[config.mk]
export PLATFORM = sky130hd
export DESIGN_NAME = wb_trace_buffer
export DESIGN_NICKNAME = d
export VERILOG_FILES = /design/src/rtl/wb_trace_pkg.sv /design/src/rtl/trace_fifo.sv /design/src/rtl/wb_trace_buffer.sv
export SDC_FILE = /design/constraint.sdc
export NUM_CORES = 1
export LEC_CHECK = 0
export CORE_MARGIN = 3
export CORE_UTILIZATION = 50
export CTS_BUF_LIST = sky130_fd_sc_hd__clkbuf_2 sky130_fd_sc_hd__clkbuf_4 sky130_fd_sc_hd__clkbuf_8
export CTS_CLUSTER_DIAMETER = 120
export DETAILED_ROUTE_END_ITERATION = 8
export PLACE_DENSITY_LB_ADDON = 0.2
export SLEW_MARGIN = 10
export SYNTH_ARGS = -nofsm -noshare
export SYNTH_HDL_FRONTEND = slang
export SYNTH_SLANG_ARGS = --single-unit
export TNS_END_PERCENT = 20
[constraint.sdc]
create_clock -name clk -period 4.65 [get_ports clk]
set_clock_uncertainty 0.2 [all_clocks]
set_input_delay 0.93 -clock clk [delete_from_list [all_inputs] [get_ports clk]]
set_output_delay 0.93 -clock clk [all_outputs]
set_load 0.02 [all_outputs]
[src/rtl/wb_trace_pkg.sv]
// Shared types and widths for the writeback trace buffer.
package wb_trace_pkg;

    localparam int TRACE_CNT_W  = 32;
    localparam int DROP_CNT_W   = 16;
    localparam int TRACE_REG_W  = 5;
    localparam int TRACE_DATA_W = 32;

    // One captured register write as seen by the debug consumer.
    typedef struct packed {
        logic [TRACE_REG_W-1:0]  rd;
        logic [TRACE_DATA_W-1:0] data;
        logic [TRACE_DATA_W-1:0] pc;
    } trace_entry_t;

    // Saturating increment used by the drop counter.
    function automatic logic [DROP_CNT_W-1:0] sat_inc_drop(input logic [DROP_CNT_W-1:0] v);
        if (v == {DROP_CNT_W{1'b1}}) begin
            return v;
        end
        return v + DROP_CNT_W'(1);
    endfunction

endpackage

[src/rtl/trace_fifo.sv]
// Generic first-word-fall-through synchronous FIFO with occupancy output.
module trace_fifo #(
    parameter int DEPTH = 16,
    parameter int WIDTH = 32
) (
    input  logic                         clk,
    input  logic                         rst,
    input  logic                         push,
    input  logic [WIDTH-1:0]             wr_data,
    input  logic                         pop,
    input  logic                         flush,
    output logic [WIDTH-1:0]             rd_data,
    output logic                         valid,
    output logic                         full,
    output logic [$clog2(DEPTH+1)-1:0]   level
);

    localparam int PTR_W = $clog2(DEPTH);
    localparam int LVL_W = $clog2(DEPTH+1);

    logic [PTR_W-1:0] wr_ptr_q, wr_ptr_d;
    logic [PTR_W-1:0] rd_ptr_q, rd_ptr_d;
    logic [LVL_W-1:0] level_q, level_d;
    logic [WIDTH-1:0] mem_q [DEPTH];
    logic [WIDTH-1:0] mem_d [DEPTH];
    logic             do_push;
    logic             do_pop;

    // Qualify requests against the current occupancy so a careless parent cannot corrupt state.
    always_comb begin
        do_pop  = pop & (level_q != '0);
        do_push = push & ((level_q != LVL_W'(DEPTH)) | do_pop);
    end

    // Next-state for pointers, occupancy and storage; flush wins over any transfer.
    always_comb begin
        wr_ptr_d = wr_ptr_q;
        rd_ptr_d = rd_ptr_q;
        level_d  = level_q;
        mem_d    = mem_q;
        if (flush) begin
            wr_ptr_d = '0;
            rd_ptr_d = '0;
            level_d  = '0;
        end else begin
            if (do_push) begin
                mem_d[wr_ptr_q] = wr_data;
                wr_ptr_d        = wr_ptr_q + PTR_W'(1);
            end
            if (do_pop) begin
                rd_ptr_d = rd_ptr_q + PTR_W'(1);
            end
            case ({do_push, do_pop})
                2'b10:   level_d = level_q + LVL_W'(1);
                2'b01:   level_d = level_q - LVL_W'(1);
                default: level_d = level_q;
            endcase
        end
    end

    // Control registers with synchronous reset.
    always_ff @(posedge clk) begin
        if (rst) begin
            wr_ptr_q <= '0;
            rd_ptr_q <= '0;
            level_q  <= '0;
        end else begin
            wr_ptr_q <= wr_ptr_d;
            rd_ptr_q <= rd_ptr_d;
            level_q  <= level_d;
        end
    end

    // Storage is not reset; entries are only visible through level.
    always_ff @(posedge clk) begin
        mem_q <= mem_d;
    end

    // Head entry falls through combinationally from the read pointer.
    always_comb begin
        rd_data = mem_q[rd_ptr_q];
        valid   = (level_q != '0);
        full    = (level_q == LVL_W'(DEPTH));
        level   = level_q;
    end

endmodule

[src/rtl/wb_trace_buffer.sv]
// Writeback-stage observer: filters retired register writes into a trace FIFO
// and keeps retire/drop statistics for the debug consumer.
module wb_trace_buffer
    import wb_trace_pkg::*;
#(
    parameter int DEPTH       = 16,
    parameter int DATA_W      = 32,
    parameter int REG_W       = 5,
    parameter int FILTER_ZERO = 1
) (
    input  logic                         clk,
    input  logic                         rst,
    input  logic                         regwriteW,
    input  logic [REG_W-1:0]             rdW,
    input  logic [DATA_W-1:0]            resultW,
    input  logic [DATA_W-1:0]            pcplus4W,
    input  logic                         trace_en,
    input  logic                         flush,
    output logic                         trace_valid,
    input  logic                         trace_ready,
    output logic [REG_W-1:0]             trace_rd,
    output logic [DATA_W-1:0]            trace_data,
    output logic [DATA_W-1:0]            trace_pc,
    output logic [$clog2(DEPTH+1)-1:0]   level,
    output logic                         full,
    output logic [TRACE_CNT_W-1:0]       retire_cnt,
    output logic [DROP_CNT_W-1:0]        drop_cnt,
    output logic                         overflow
);

    localparam int ENTRY_W = REG_W + 2*DATA_W;

    logic                   zero_hit;
    logic                   cap;
    logic                   pop;
    logic                   push;
    logic                   drop;
    logic [DATA_W-1:0]      pc_adj;
    logic [ENTRY_W-1:0]     entry_in;
    logic [ENTRY_W-1:0]     entry_out;
    logic [TRACE_CNT_W-1:0] retire_cnt_q, retire_cnt_d;
    logic [DROP_CNT_W-1:0]  drop_cnt_q, drop_cnt_d;
    logic                   overflow_q, overflow_d;

    // Capture filter and push/drop arbitration; a pop frees the slot a full-FIFO push needs.
    always_comb begin
        zero_hit = (FILTER_ZERO != 0) && (rdW == '0);
        cap      = trace_en & regwriteW & ~zero_hit;
        pop      = trace_valid & trace_ready;
        push     = cap & (~full | pop);
        drop     = cap & full & ~pop;
        pc_adj   = pcplus4W - DATA_W'(4);
        entry_in = {rdW, resultW, pc_adj};
    end

    trace_fifo #(
        .DEPTH (DEPTH),
        .WIDTH (ENTRY_W)
    ) u_fifo (
        .clk     (clk),
        .rst     (rst),
        .push    (push),
        .wr_data (entry_in),
        .pop     (pop),
        .flush   (flush),
        .rd_data (entry_out),
        .valid   (trace_valid),
        .full    (full),
        .level   (level)
    );

    // Statistics next-state; a flush cycle neither counts nor drops its capture.
    always_comb begin
        retire_cnt_d = retire_cnt_q;
        drop_cnt_d   = drop_cnt_q;
        overflow_d   = overflow_q;
        if (!flush) begin
            if (push) begin
                retire_cnt_d = retire_cnt_q + TRACE_CNT_W'(1);
            end
            if (drop) begin
                drop_cnt_d = sat_inc_drop(drop_cnt_q);
                overflow_d = 1'b1;
            end
        end
    end

    // Statistics registers; only reset clears them.
    always_ff @(posedge clk) begin
        if (rst) begin
            retire_cnt_q <= '0;
            drop_cnt_q   <= '0;
            overflow_q   <= 1'b0;
        end else begin
            retire_cnt_q <= retire_cnt_d;
            drop_cnt_q   <= drop_cnt_d;
            overflow_q   <= overflow_d;
        end
    end

    // Unpack the head entry and expose the counters.
    always_comb begin
        trace_rd   = entry_out[ENTRY_W-1 -: REG_W];
        trace_data = entry_out[2*DATA_W-1 -: DATA_W];
        trace_pc   = entry_out[DATA_W-1:0];
        retire_cnt = retire_cnt_q;
        drop_cnt   = drop_cnt_q;
        overflow   = overflow_q;
    end

endmodule

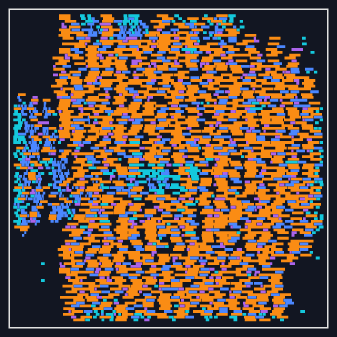
Fig. 1. Placement by cell class (run 1).
| class | colour | cells | share of their area |
|---|---|---|---|
| flops | orange | 1,166 | 66% |
| other buffers and delay cells | cyan | 297 | 6.8% |
| clock drivers and dummy loads | purple | 342 | 7.2% |
| all other logic | blue | 736 | 20% |

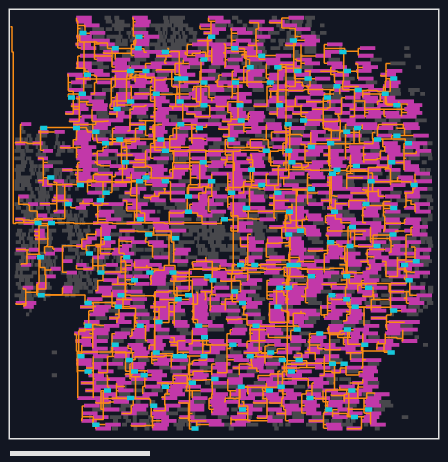
Fig. 2. Clock wires, drivers and flops (run 1).
The bar under the picture is 100 µm long.
[clock wires] orange | length: 13,400 µm
[flip-flops] magenta | count: 1,166
[cells driving clock nets] cyan | count: 186
flops lie: widely spread

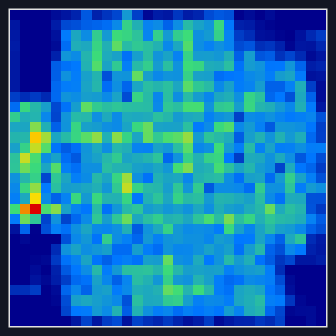
Fig. 3. Wire density map (run 1).
31 x 31 tiles, from dark blue (low) to red (high), scaled to the fullest tile. Values are wire area over tile area, all layers added.
tiles over half the peak: 4.9%
fullest tile: 0.62
mean over tiles: 0.17
nearly empty tiles: 10%
emptiest ninth of the die: bottom left

==> run notes, run 1 <==
Notes on the physical design

The data required time reported for the critical path is approximately 3500 ps. At the end of the flow the core is filled with cells to about three fifths. The combinational family with the most area after synthesis is multiplexers. The logic gate share of total power is between 2 and 3%. The first detailed-routing pass took 5 iterations. The final weighted congestion recorded by global placement is between 0.7 and 0.8. The flow ran to the end, and the final reports show no timing, DRC or antenna violations.

The net count after synthesis is between 2,000 and 2,500. The dominant power group is registers. The final timing report lists a max-slew violation count of 0. The portion of synthesized area spent on multiplexers is roughly 17%.

The clock-net power is around 8600 µW. The number of global-route vias before repair is approximately 24,000. Once detailed placement completed, the half-perimeter wirelength came to ~55,000 µm. After synthesis, the share of flip-flops with an asynchronous set or reset is 0%. The number of placed cells counting well taps is 3,355. Per the GRT congestion report, total overflow comes to 0.

The clock drives approximately 1,200 sinks. Final hold analysis gives a worst-case slack of 302 ps. The clock root buffer is sky130_fd_sc_hd__clkbuf_8.
-- run 1: registers in the layout, summed over array words and instances, names as in the netlist --
register / flops
u_fifo.mem_q: 1104
overflow: 1
u_fifo.level: 5
u_fifo.wr_ptr_q: 4
u_fifo.rd_ptr_q: 4
drop_cnt: 16
retire_cnt: 32
-- run 1: worst min-delay path, cell delays in order, from the launching register on --
cell and delay [ps]:
sky130_fd_sc_hd__dfxtp_1 340, sky130_fd_sc_hd__nor2_1 50, sky130_fd_sc_hd__nor2_1 80
-- run 1: kinds of logic (layout without fill, tap and decap cells) --
family,after synthesis,in the layout
flops,1166,1166
mux,352,352
simple gates,234,234
buf+inv,109,650
compound gates,81,81
xor+xnor,45,45
fa+ha+maj,13,13
other cells,0,1
-- run 1: cell type report --
type                    count  area [µm²]
flip-flops and latches   1166       34400
repair buffers            297        3530
clock buffers             264        3180
fillers                  6173       35300
diodes                      1        2.50
well taps                1165        1460
inverters                  11        41.3
multi-input cells         725       10300
clock inverters            78         544
-- run 1: metal layers --
layer | vias up | wire length (µm) | GRT usage (%)
li1 | 9337 | - | -
met3 | 140 | 6660 | 4.84
met2 | 806 | 50400 | 35.7
met4 | 8 | 1700 | 5.89
met5 | - | 57 | 0
met1 | 12000 | 42400 | 31.1
-- run 1: metrics by stage --
step / total power, µW / cell area, µm²
6_report: 20700 / 53500
5_1_grt: 21400 / 53500
4_1_cts: 20900 / 53400
3_5_place_dp: 12300 / 49400
3_3_place_gp: 12300 / 49400
2_1_floorplan: 12000 / 45000
-- run 1: synthesized netlist by cell type (5+ instances only) --
| cell | count | area, µm² |
|---|---|---|
| sky130_fd_sc_hd__clkbuf_1 | 59 | 221 |
| sky130_fd_sc_hd__buf_2 | 26 | 130 |
| sky130_fd_sc_hd__or3_1 | 27 | 169 |
| sky130_fd_sc_hd__nor2_1 | 45 | 169 |
| sky130_fd_sc_hd__o21ai_0 | 24 | 120 |
| sky130_fd_sc_hd__o31ai_1 | 11 | 82.6 |
| sky130_fd_sc_hd__inv_1 | 11 | 41.3 |
| sky130_fd_sc_hd__nand4_1 | 15 | 93.8 |
| sky130_fd_sc_hd__and3_1 | 21 | 131 |
| sky130_fd_sc_hd__buf_1 | 11 | 41.3 |
| sky130_fd_sc_hd__nor4_1 | 9 | 56.3 |
| sky130_fd_sc_hd__nor3_1 | 14 | 70.1 |
| sky130_fd_sc_hd__mux2i_1 | 5 | 50.1 |
| sky130_fd_sc_hd__nand2_1 | 34 | 128 |
| sky130_fd_sc_hd__nand3_1 | 23 | 115 |
| sky130_fd_sc_hd__or4_1 | 14 | 105 |
| sky130_fd_sc_hd__nor2b_1 | 5 | 31.3 |
| sky130_fd_sc_hd__a21oi_1 | 39 | 195 |
| sky130_fd_sc_hd__ha_1 | 12 | 150 |
| sky130_fd_sc_hd__mux4_2 | 345 | 7770 |
| sky130_fd_sc_hd__xor2_1 | 22 | 193 |
| sky130_fd_sc_hd__edfxtp_1 | 1104 | 33200 |
| sky130_fd_sc_hd__xnor2_1 | 23 | 201 |
| sky130_fd_sc_hd__dfxtp_1 | 62 | 1240 |
| sky130_fd_sc_hd__and4_1 | 7 | 61.3 |
Fig. 4: run 1, signal wires on met4
Cells faint in the background.
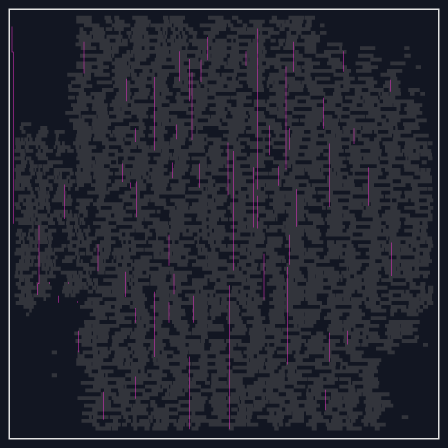

==> run 2, diff against run 1 <==
CTS_CLUSTER_SIZE = 16   (was default)
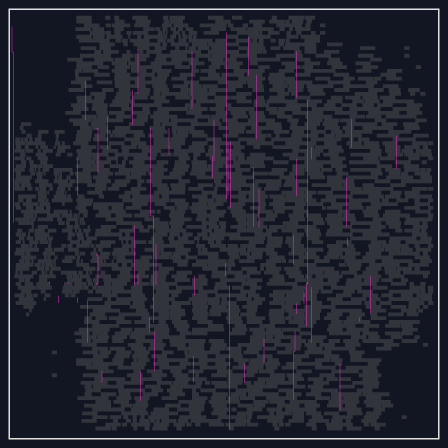
Fig. 5. Signal wires on met4 (run 2).
Cells faint in the background.
share of all routed wire: 1.8%
main direction: vertical

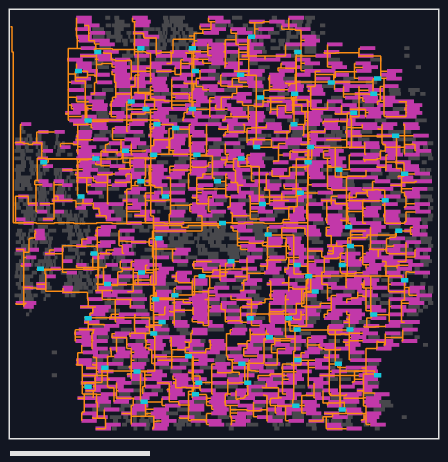
Fig. 6. Clock wires, drivers and flops (run 2).
The bar under the picture is 100 µm long.
[cells driving clock nets] cyan | count: 82
[flip-flops] magenta | count: 1,166
[clock wires] orange | length: 12,100 µm
flops lie: widely spread
routed clock nets: 83
clock group power: 5020 µW
clock insertion delay at the later pin of the skew report: 690 ps

==> run notes, run 2 <==
Notes on the physical design

The cell area after layout is 0.0511 mm² (-4.5%). The root buffer cell chosen for the clock tree is sky130_fd_sc_hd__clkbuf_8. The flip-flop count of the largest register, all copies and words added is 1,104 (unchanged). The area occupied by multi-input gates is 0.0103 mm² (about the same). The count of endpoints failing hold in the final timing report is 0. The commonest cells after synthesis are 1,104 x sky130_fd_sc_hd__edfxtp_1, 345 x sky130_fd_sc_hd__mux4_2, 62 x sky130_fd_sc_hd__dfxtp_1, 59 x sky130_fd_sc_hd__clkbuf_1, 45 x sky130_fd_sc_hd__nor2_1.

The share of flip-flops with an asynchronous set or reset is 0% (unchanged). The final HPWL from detailed placement is 54,700 µm (unchanged). The detailed-router iteration count before antenna repair was 5 (unchanged). The routed metal-1 wirelength is 41,800 µm (-1.3%). The met3 wire length was 6290 µm (-5.5%). The net count of the mapped netlist is 2,088 (unchanged). The area share of the largest cell type after synthesis is 73.6% (unchanged). Per the detail_route report, routed wire per instance is about 29 µm. The overall power of the completed layout is 17,100 µW (-17%).

By area the synthesized netlist is led by sky130_fd_sc_hd__edfxtp_1 74%, sky130_fd_sc_hd__mux4_2 17%, sky130_fd_sc_hd__dfxtp_1 2.8%, sky130_fd_sc_hd__clkbuf_1 0.49%, sky130_fd_sc_hd__xnor2_1 0.45%. The final wirelength is approximately 100,000 µm. After the first detailed-routing iteration, the DRC count stood at between 2,000 and 2,500. The dominant cell type by area after synthesis is sky130_fd_sc_hd__edfxtp_1. The total number of clock tree sinks is 1,166 (unchanged). The number of global-route vias before repair is 22,600 (-4.5%).

sky130_fd_sc_hd__edfxtp_1 is the most common cell in the netlist. TritonCTS built the clock tree. Per the detail_route log, the uppermost layer with routed signals is met5.

The utilization after layout is 57.5% (-2.7 points). The run finished with clean final reports. The final max-slew violation count is 0 (unchanged). The register name with the most flops is u_fifo.mem_q.

The number of placed cells counting well taps is 3,355 (unchanged). The required arrival time at the worst endpoint came to 3520 ps (about the same). The global placement routability congestion is 0.781 (unchanged). The area taken by flip-flops and latches came to 0.0344 mm² (unchanged). The logic gate share of total power is 3.3% (+0.6 points).
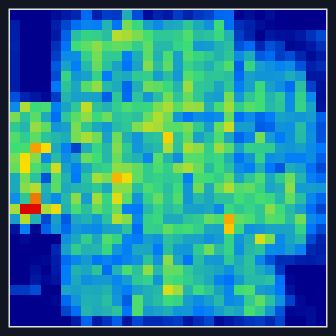
Fig. 7. Wire density map (run 2).
31 x 31 tiles, from dark blue (low) to red (high), scaled to the fullest tile. Values are wire area over tile area, all layers added.
emptiest ninth of the die: bottom left
fullest tile: 0.50
mean over tiles: 0.17
nearly empty tiles: 10%
tiles over half the peak: 19%

run 2: netlist changes by cell type in the layout (fill, tap and decap cells not counted), moves of 4 or more:
cell | before | now
sky130_fd_sc_hd__clkinv_8 | 4 | 0
sky130_fd_sc_hd__clkbuf_4 | 72 | 30
sky130_fd_sc_hd__dlymetal6s2s_1 | 23 | 0
sky130_fd_sc_hd__clkdlybuf4s50_1 | 150 | 198
sky130_fd_sc_hd__dlygate4sd2_1 | 26 | 1
sky130_fd_sc_hd__inv_8 | 5 | 0
sky130_fd_sc_hd__clkinv_1 | 37 | 0
sky130_fd_sc_hd__clkbuf_8 | 192 | 88
sky130_fd_sc_hd__bufinv_16 | 4 | 0
sky130_fd_sc_hd__clkinv_2 | 23 | 0
run 2: stage by stage:
| stage | TNS (ps) | hold slack (ps) |
|---|---|---|
| after floorplan | 0 | 333 |
| after global placement | 0 | 264 |
| after detailed placement | 0 | 267 |
| after CTS | -28.1 | 305 |
| after global routing | 0 | 339 |
| final | 0 | 307 |
run 2: final timing paths:
| path | slack [ps] | endpoint | depth (start not counted) | startpoint |
|---|---|---|---|---|
| min | 310 | overflow | 2 | overflow |
| max | 140 | trace_pc[8] | 5 | u_fifo.rd_ptr_q[0] |
| max reg2reg | 1410 | u_fifo.level[4] | 9 | u_fifo.level[0] |
| min reg2reg | 310 | overflow | 2 | overflow |
run 2: worst max-delay path: cells and delay by family (launching register included):
family	cells	cell delay (ps)
muxes	2	1160
buffers and inverters	3	1030
DFF	1	450
run 2: kinds of logic after synthesis:
logic type	share of synthesized area, %
flip-flops	76.4
AND-OR/OR-AND	1.00
multiplexers	17.4
XOR/XNOR	0.875
AND/OR/NAND/NOR	2.93
adder cells (fa/ha/maj)	0.378
buffers and inverters	1.01
run 2: cell type report:
cell class              instances  share of cell area (%)
clock inverters                 1                  0.0147
inverters                      11                  0.0809
diodes                          2                 0.00980
multi-input cells             725                    20.2
clock buffers                 118                    2.81
repair buffers                294                    6.69
flip-flops and latches       1166                    67.4
well taps                    1165                    2.85
run 2: power groups by stage:
| stage | clock, µW | combinational (µW) | sequential [µW] |
|---|---|---|---|
| 2_1_floorplan | 0 | 238 | 11700 |
| 3_3_place_gp | 0 | 535 | 11700 |
| 3_5_place_dp | 0 | 555 | 11700 |
| 4_1_cts | 5190 | 557 | 11500 |
| 5_1_grt | 5540 | 601 | 11500 |
| 6_report | 5020 | 557 | 11500 |
run 2: layer usage:
layer / GRT usage, % / vias up
met1: 31.1 / 11600
met2: 35.4 / 727
met3: 3.09 / 126
met4: 4.89 / 8
li1: - / 8993
met5: 0 / -
run 2: timing repair:
item,4_1_cts,5_1_grt
setup endpoints to repair,11,25
cloned,0,3
buffers inserted,0,3
gates resized,3,3
Fig. 8: run 2, the clock network
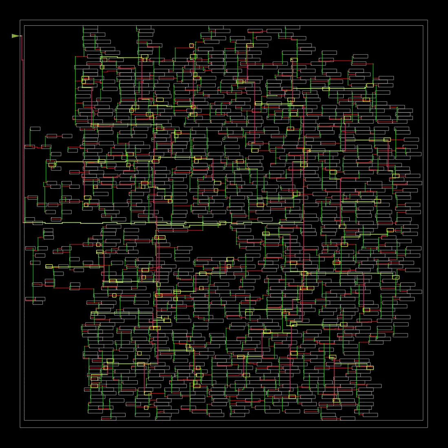

==> run 3, diff against run 2 <==
clock period = 4 ns   (was 4.65 ns; I/O delays follow)
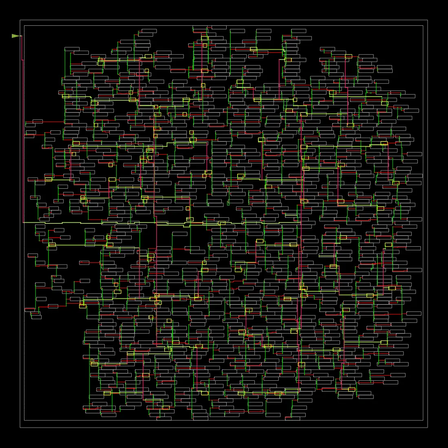
Fig. 9. The clock network (run 3).
clock insertion delay at the later pin of the skew report: 730 ps
layout clock buffer count: 106
clock group power: 5690 µW
clock net sink count: 1,166
Num CTS Buffers: 82

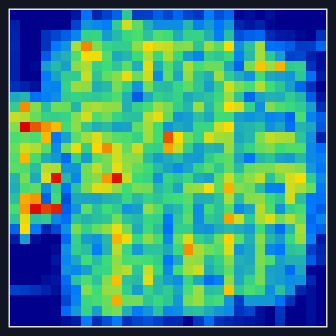
Fig. 10. Wire density map (run 3).
31 x 31 tiles, from dark blue (low) to red (high), scaled to the fullest tile. Values are wire area over tile area, all layers added.
nearly empty tiles: 8.7%
densest ninth of the die: left middle
tiles over half the peak: 31%

==> run notes, run 3 <==
Notes on the physical design

The utilization after layout came to 58.1% (+0.55 points). The root buffer cell chosen for the clock tree is sky130_fd_sc_hd__clkbuf_8. The synthesis run shows the most used standard cells to be 1,104 x sky130_fd_sc_hd__edfxtp_1, 345 x sky130_fd_sc_hd__mux4_2, 62 x sky130_fd_sc_hd__dfxtp_1, 59 x sky130_fd_sc_hd__clkbuf_1, 45 x sky130_fd_sc_hd__nor2_1. The met3 wire length was 6870 µm (+9.1%). In the post-synthesis netlist, the biggest area contributors are sky130_fd_sc_hd__edfxtp_1 74%, sky130_fd_sc_hd__mux4_2 17%, sky130_fd_sc_hd__dfxtp_1 2.8%, sky130_fd_sc_hd__clkbuf_1 0.49%, sky130_fd_sc_hd__xnor2_1 0.45%.

The total area inside the core boundary comes to 0.0888 mm². The final wirelength is 101,000 µm (+1.6%). The share of flip-flops with an asynchronous set or reset is 0% (unchanged). The number of cells traversed by the worst register-to-register path is 10 (+1). Hold analysis lists the worst path endpoint as overflow. The run finished with clean final reports.

The CTS tree is yes. The most common cell in the synthesized netlist is sky130_fd_sc_hd__edfxtp_1. The mean routed wirelength per cell was 28.7 µm (+0.27%). The number of global-route vias before repair is 22,400 (-0.56%). The detailed-router iteration count before antenna repair is 5 (unchanged). The count of endpoints failing hold in the final timing report was 0 (unchanged).

The required arrival time at the worst endpoint came to 3000 ps (-520 ps). The net count of the mapped netlist is 2,088 (unchanged). The launch point of the worst register-to-register path is recorded as u_fifo.level[1]. The dominant cell type by area after synthesis is sky130_fd_sc_hd__edfxtp_1.

The launch point of the worst hold path is overflow. The instance count along the most critical hold path came to 2 (unchanged). The worst setup slack for register-to-register paths is 690 ps (-720 ps).

The initial detailed-routing violation count came to 2,084 (+3.6%). The final max-slew violation count is 0 (unchanged). The cell area after layout came to 0.0516 mm² (+0.95%).
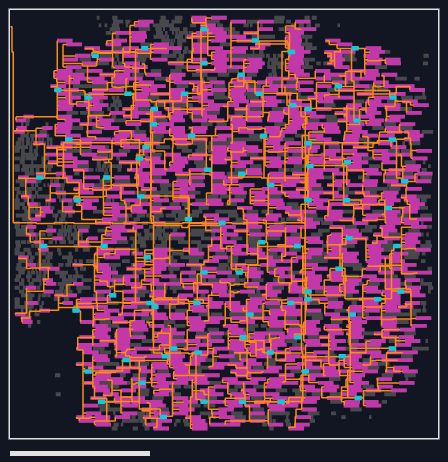
Fig. 11. Clock wires, drivers and flops (run 3).
The bar under the picture is 100 µm long.
[flip-flops] magenta | count: 1,166
[clock wires] orange | length: 12,000 µm
[cells driving clock nets] cyan | count: 82
routed clock nets: 83
flops lie: widely spread
clock share of power: 28.9%

## run 3: cell counts after synthesis
No cell type changed its count.
## run 3: metrics by stage
| step | TNS (ps) | std cells | power [µW] | hold slack, ps |
|---|---|---|---|---|
| floorplan | 0 | 2000 | 13900 | 333 |
| detailed placement | -17810 | 3390 | 14300 | 270 |
| finish | 0 | 3528 | 19700 | 293 |
| global route | -739 | 3526 | 20400 | 320 |
| global placement | -3690 | 3390 | 14300 | 263 |
| CTS | -3440 | 3514 | 19900 | 300 |
## run 3: how the worst max path moves through the flow
stage | startpoint | endpoint | slack (ps)
final | u_fifo.rd_ptr_q[0] | trace_data[14] | 6
after global placement | pcplus4W[7] | u_fifo.mem_q[236] | -100
after floorplan | rdW[3] | u_fifo.mem_q[1035] | 20
after detailed placement | pcplus4W[7] | u_fifo.mem_q[995] | -290
after global routing | u_fifo.rd_ptr_q[0] | trace_data[10] | -100
after CTS | u_fifo.rd_ptr_q[0] | trace_data[5] | -140
## run 3: kinds of logic after synthesis
| family | synth area share, % |
|---|---|
| AND/OR/NAND/NOR | 2.93 |
| flip-flops | 76.4 |
| XOR/XNOR | 0.875 |
| AND-OR/OR-AND | 1.00 |
| buffers and inverters | 1.01 |
| adder cells (fa/ha/maj) | 0.378 |
| multiplexers | 17.4 |
## run 3: final cells by class
type	instances	area (µm²)
Antenna cell	4	10.0
Clock buffer	106	1320
Clock inverter	7	51.3
Fill cell	6341	37200
Inverter	11	41.3
Multi-Input combinational cell	725	10300
Sequential cell	1166	34400
Tap cell	1165	1460
Timing Repair Buffer	344	3990
## run 3: routing by layer
layer / vias up / track usage (%)
li1: 9101 / -
met1: 11600 / 31.0
met2: 749 / 35.7
met3: 113 / 3.75
met4: 4 / 4.87
met5: - / 0
## run 3: critical path, cell delays in order, from the launching register on
cell                            delay [ps]
sky130_fd_sc_hd__dfxtp_4               390
sky130_fd_sc_hd__buf_16                190
sky130_fd_sc_hd__bufbuf_16             330
sky130_fd_sc_hd__mux4_2                500
sky130_fd_sc_hd__mux4_2                500
sky130_fd_sc_hd__dlygate4sd2_1         340
## run 3: report_power, final
| group | internal, µW | leakage (µW) | switching [µW] |
|---|---|---|---|
| clock network | 2130 | 0.000714 | 3570 |
| logic | 273 | 0.00430 | 379 |
| registers | 13400 | 0.0104 | 9.42 |
| total | 15800 | 0.0155 | 3950 |
## run 3: what timing repair did
item,4_1_cts,5_1_grt
setup buffers,4,9
hold buffers,0,0
endpoints found under the setup margin,69,57
resized,163,68
gates cloned,7,1
Power and IR drop assume default switching activity.
